==> run_1/clk_routes.png <==
The bar under the picture is 20 microns long.
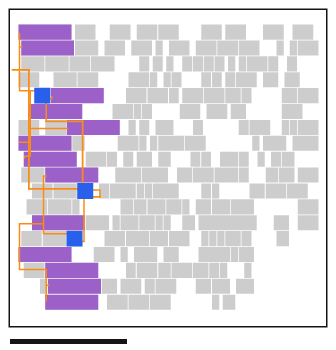
==> run_1/metal_density.png <==
The bar under the picture is 20 microns long. The die is cut into 11 by 11 equal tiles; white is low, dark blue is high, scaled to the fullest tile. Values are wire area over tile area, all layers added.
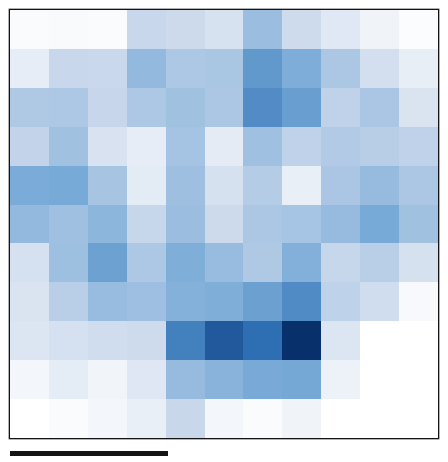
==> run_1/layer_met3.png <==
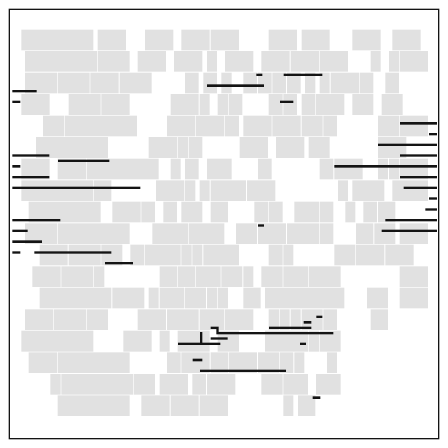
==> run_1/wires.png <==
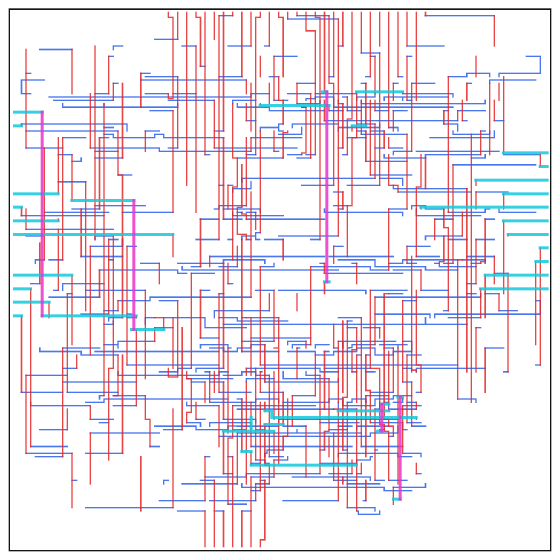
==> config.mk <==
export PLATFORM = sky130hd
export DESIGN_NAME = stream_mux_rr
export DESIGN_NICKNAME = d
export VERILOG_FILES = /design/src/rtl/stream_mux_rr.sv
export SDC_FILE = /design/constraint.sdc
export NUM_CORES = 1
export LEC_CHECK = 0
export CAP_MARGIN = 20
export CORE_UTILIZATION = 43
export DETAILED_ROUTE_END_ITERATION = 10
export GPL_ROUTABILITY_DRIVEN = 0
export GPL_TIMING_DRIVEN = 0
export PLACE_DENSITY = 0.82
export SYNTH_ARGS = -nofsm -noshare
export SYNTH_HDL_FRONTEND = slang
export SYNTH_SLANG_ARGS = --single-unit
export TNS_END_PERCENT = 30
==> constraint.sdc <==
create_clock -name clk -period 4.5 [get_ports clk]
set_input_delay 0.45 -clock clk [delete_from_list [all_inputs] [get_ports clk]]
set_output_delay 0.45 -clock clk [all_outputs]
set_load 0.05 [all_outputs]
==> flow_summary.yaml <==
# physical design summary
layout:
  num-fill-cells: 204
  regArea_sq_um: 325
  n_antenna_cell: 0
  largest_reg_flops: 8
  instances_no_fill: 227
  final_util_pct: 71.2
  final_layout_size_suffix_gt1_share_pct: 8.63
  area_growth_pct: 53.9
  layout.nets: 248
  fin_area_sq_um: 1800
grt:
  grt_pass1_wl_microns: 5050
  met2_usage_pct: 43.0
  grt_max_degree: 15
  use_met1_pct: 29.6
  grt.overflow.total: 0
  busiest_layer: "met2"
  grt_pass1_vias: 1162
  antenna_found_initial: 0
logic_synthesis:
  ys_cells: 137
  yosys.stat.seqShare_pct: 27.9
  avgSynthCellArea_sq_um: 8.52
  syn_area_sq_um: 1170
  netlist.area_leader.share_pct: 27.9
  ys_area_sq_um: 1170
  top_cell: "nand2_1"
  ys_warn_count: 0
  synthFlopType: "dfrtp_1"
  syn_inst: 137
  async_flop_share_pct: 100
  synth.cells.most_frequent: "nand2_1, a21oi_1, dfrtp_1"
  top_area_cell: "dfrtp_1"
critical_path:
  crit_buf_inv: 4
  endpoint_kind: "primary output"
  reg2regPathDepth: 11
  slowest_delay_ns: 0.70
  crit_chain: "clkdlybuf4s50_1 > mux2_4 > or4_4 > a21boi_0 > o22a_1 > inv_1 > ha_1 > buf_6 > and2_1 > clkdlybuf4s50_1"
  crit_fanout: 10
  critPathTopFamily: "buffers and inverters"
  cp.required_ns: 4.05
  critPathSlowestCell: "clkdlybuf4s50_1"
  path_class: "in -> out"
  crit_arrival_ns: 3.64
  crit_path_frequent_cell: "clkdlybuf4s50_1"
  cp_num_cells: 10
  r2r_slack_ns: 1.32
  startpoint_type: "input port"
placed_design:
  dpl.hpwl_microns: 2830
  numPortBuffers: 56
  place_ws_ns: 0.0866
  placed_cells: 223
  placed_cell_area_sq_um: 1770
sta:
  fmax_mhz: 244
  max_slew_margin_pct: 61.2
  slew_violations: 0
  setup_slack_ns: 0.410
  fin_crit_sh_pct: 90.9
  setup_violations: 0
  fin_crit_ns: 4.09
  setup_tns_ns: 0
  final-hold-violation-count: 0
  holdWs_ns: 0.496
  rsz0062_at_grt: "false"
power_and_ir_drop:
  powerDensity_nw_per_um2: 523
  ir_drop_mv: 0.426
  cellLeakagePower_nw: 0.763
cts:
  cts-root-buf: "clkbuf_4"
  clkSinkCount: 13
  cts-buffers-inserted: 3
  clk_pin_slew_ns: 0.07
  cts_tree: "yes"
floorplanning:
  die_height_microns: 54.1
  pin_count: 61
  rows: 18
  die_width_microns: 54.1
  initCoreUtil_pct: 46.3
  fp.coreArea_sq_um: 2520
routing:
  drc: 0
  vias_per_cell: 5.50
  dr.first_iter.drc_count: 33
  firstDrtPassIters: 4
  ant_nets: 0
min_path:
  hold_class: "reg -> reg"
job:
  maxCapViolCount: 0
  tool_warnings: 33
outcome:
  outcome: "finished, final reports clean"
## Picture notes: clk_routes.png
[blue] clock drivers | count: 3
[purple] flip-flops | count: 13
[orange] clock wires | length: 150 microns
routed clock nets: 4
Layout Skew: 0.00233 ns
Clock Power Share: 7.3%
clock latency on the worst-skew pair: 0.27 ns

## Picture notes: metal_density.png
densest ninth of the die: south
tiles over half the peak: 9.9%
fullest tile: 0.65
mean over tiles: 0.19
nearly empty tiles: 7.4%
via count: 1,248
All-Layer GR Usage: 24.4%
final WL: 3410 microns
post-DR wirelength/cell: 15.0 microns

## Picture notes: layer_met3.png
wire length on this layer: 167 microns
share of all routed wire: 4.9%
longest straight run: 15.9 microns
nets with wire on the layer: 33
GR Util met3: 3.11%

## Picture notes: wires.png
| color | layer | wire length |
|---|---|---|
| magenta | metal 4 | 65.3 microns |
| red | metal 2 | 1,710 microns |
| blue | metal 1 | 1,470 microns |
| cyan | metal 3 | 167 microns |

[run 1: cell type report]
| type | count | area share (%) |
|---|---|---|
| Multi-Input combinational cell | 110 | 41.8 |
| Tap cell | 30 | 2.09 |
| Sequential cell | 13 | 18.1 |
| Inverter | 5 | 1.04 |
| Clock buffer | 4 | 1.46 |
| Timing Repair Buffer | 56 | 31.5 |
| Buffer | 9 | 4.04 |
[run 1: power by group]
group	internal [W]	total, W	switching, W
sequential	0.000169	0.000200	0.0000303
combinational	0.000272	0.000670	0.000398
clock	0.0000344	0.0000690	0.0000346
total	0.000476	0.000939	0.000463
[run 1: routing by layer]
metal / share of wire (%) / up-vias / wire [microns]
li1: - / 608 / -
met1: 43 / 581 / 1470
met2: 50 / 49 / 1710
met3: 4.9 / 10 / 166
met4: 1.9 / 0 / 65
met5: 0 / - / 0
[run 1: timing repair]
action / in CTS / in global routing
resized: 0 / 2
buffers inserted: 0 / 0
endpoints found under the setup margin: 0 / 2
[run 1: placed cells by master, fill, tap and decap left out, types with 3 or more instances in the layout]
master,count
clkbuf_4,3
mux2_1,9
clkdlybuf4s50_1,54
and2_1,4
ha_1,4
mux2_2,3
nand3b_1,9
buf_4,3
nor2_1,4
nand2_1,23
dfrtp_1,13
inv_1,5
a21oi_1,17
o21ai_0,9
nand2b_1,3
[run 1: cell families (layout without fill, tap and decap cells)]
family	count (synthesis)	after routing	synth area share, %
AND-OR/OR-AND	41	41	22.7
flip-flops	13	13	27.9
adder cells (fa/ha/maj)	4	4	4.29
multiplexers	15	15	14.6
AND/OR/NAND/NOR	50	50	22.7
buffers and inverters	14	74	7.82
Power and IR drop assume default switching activity.
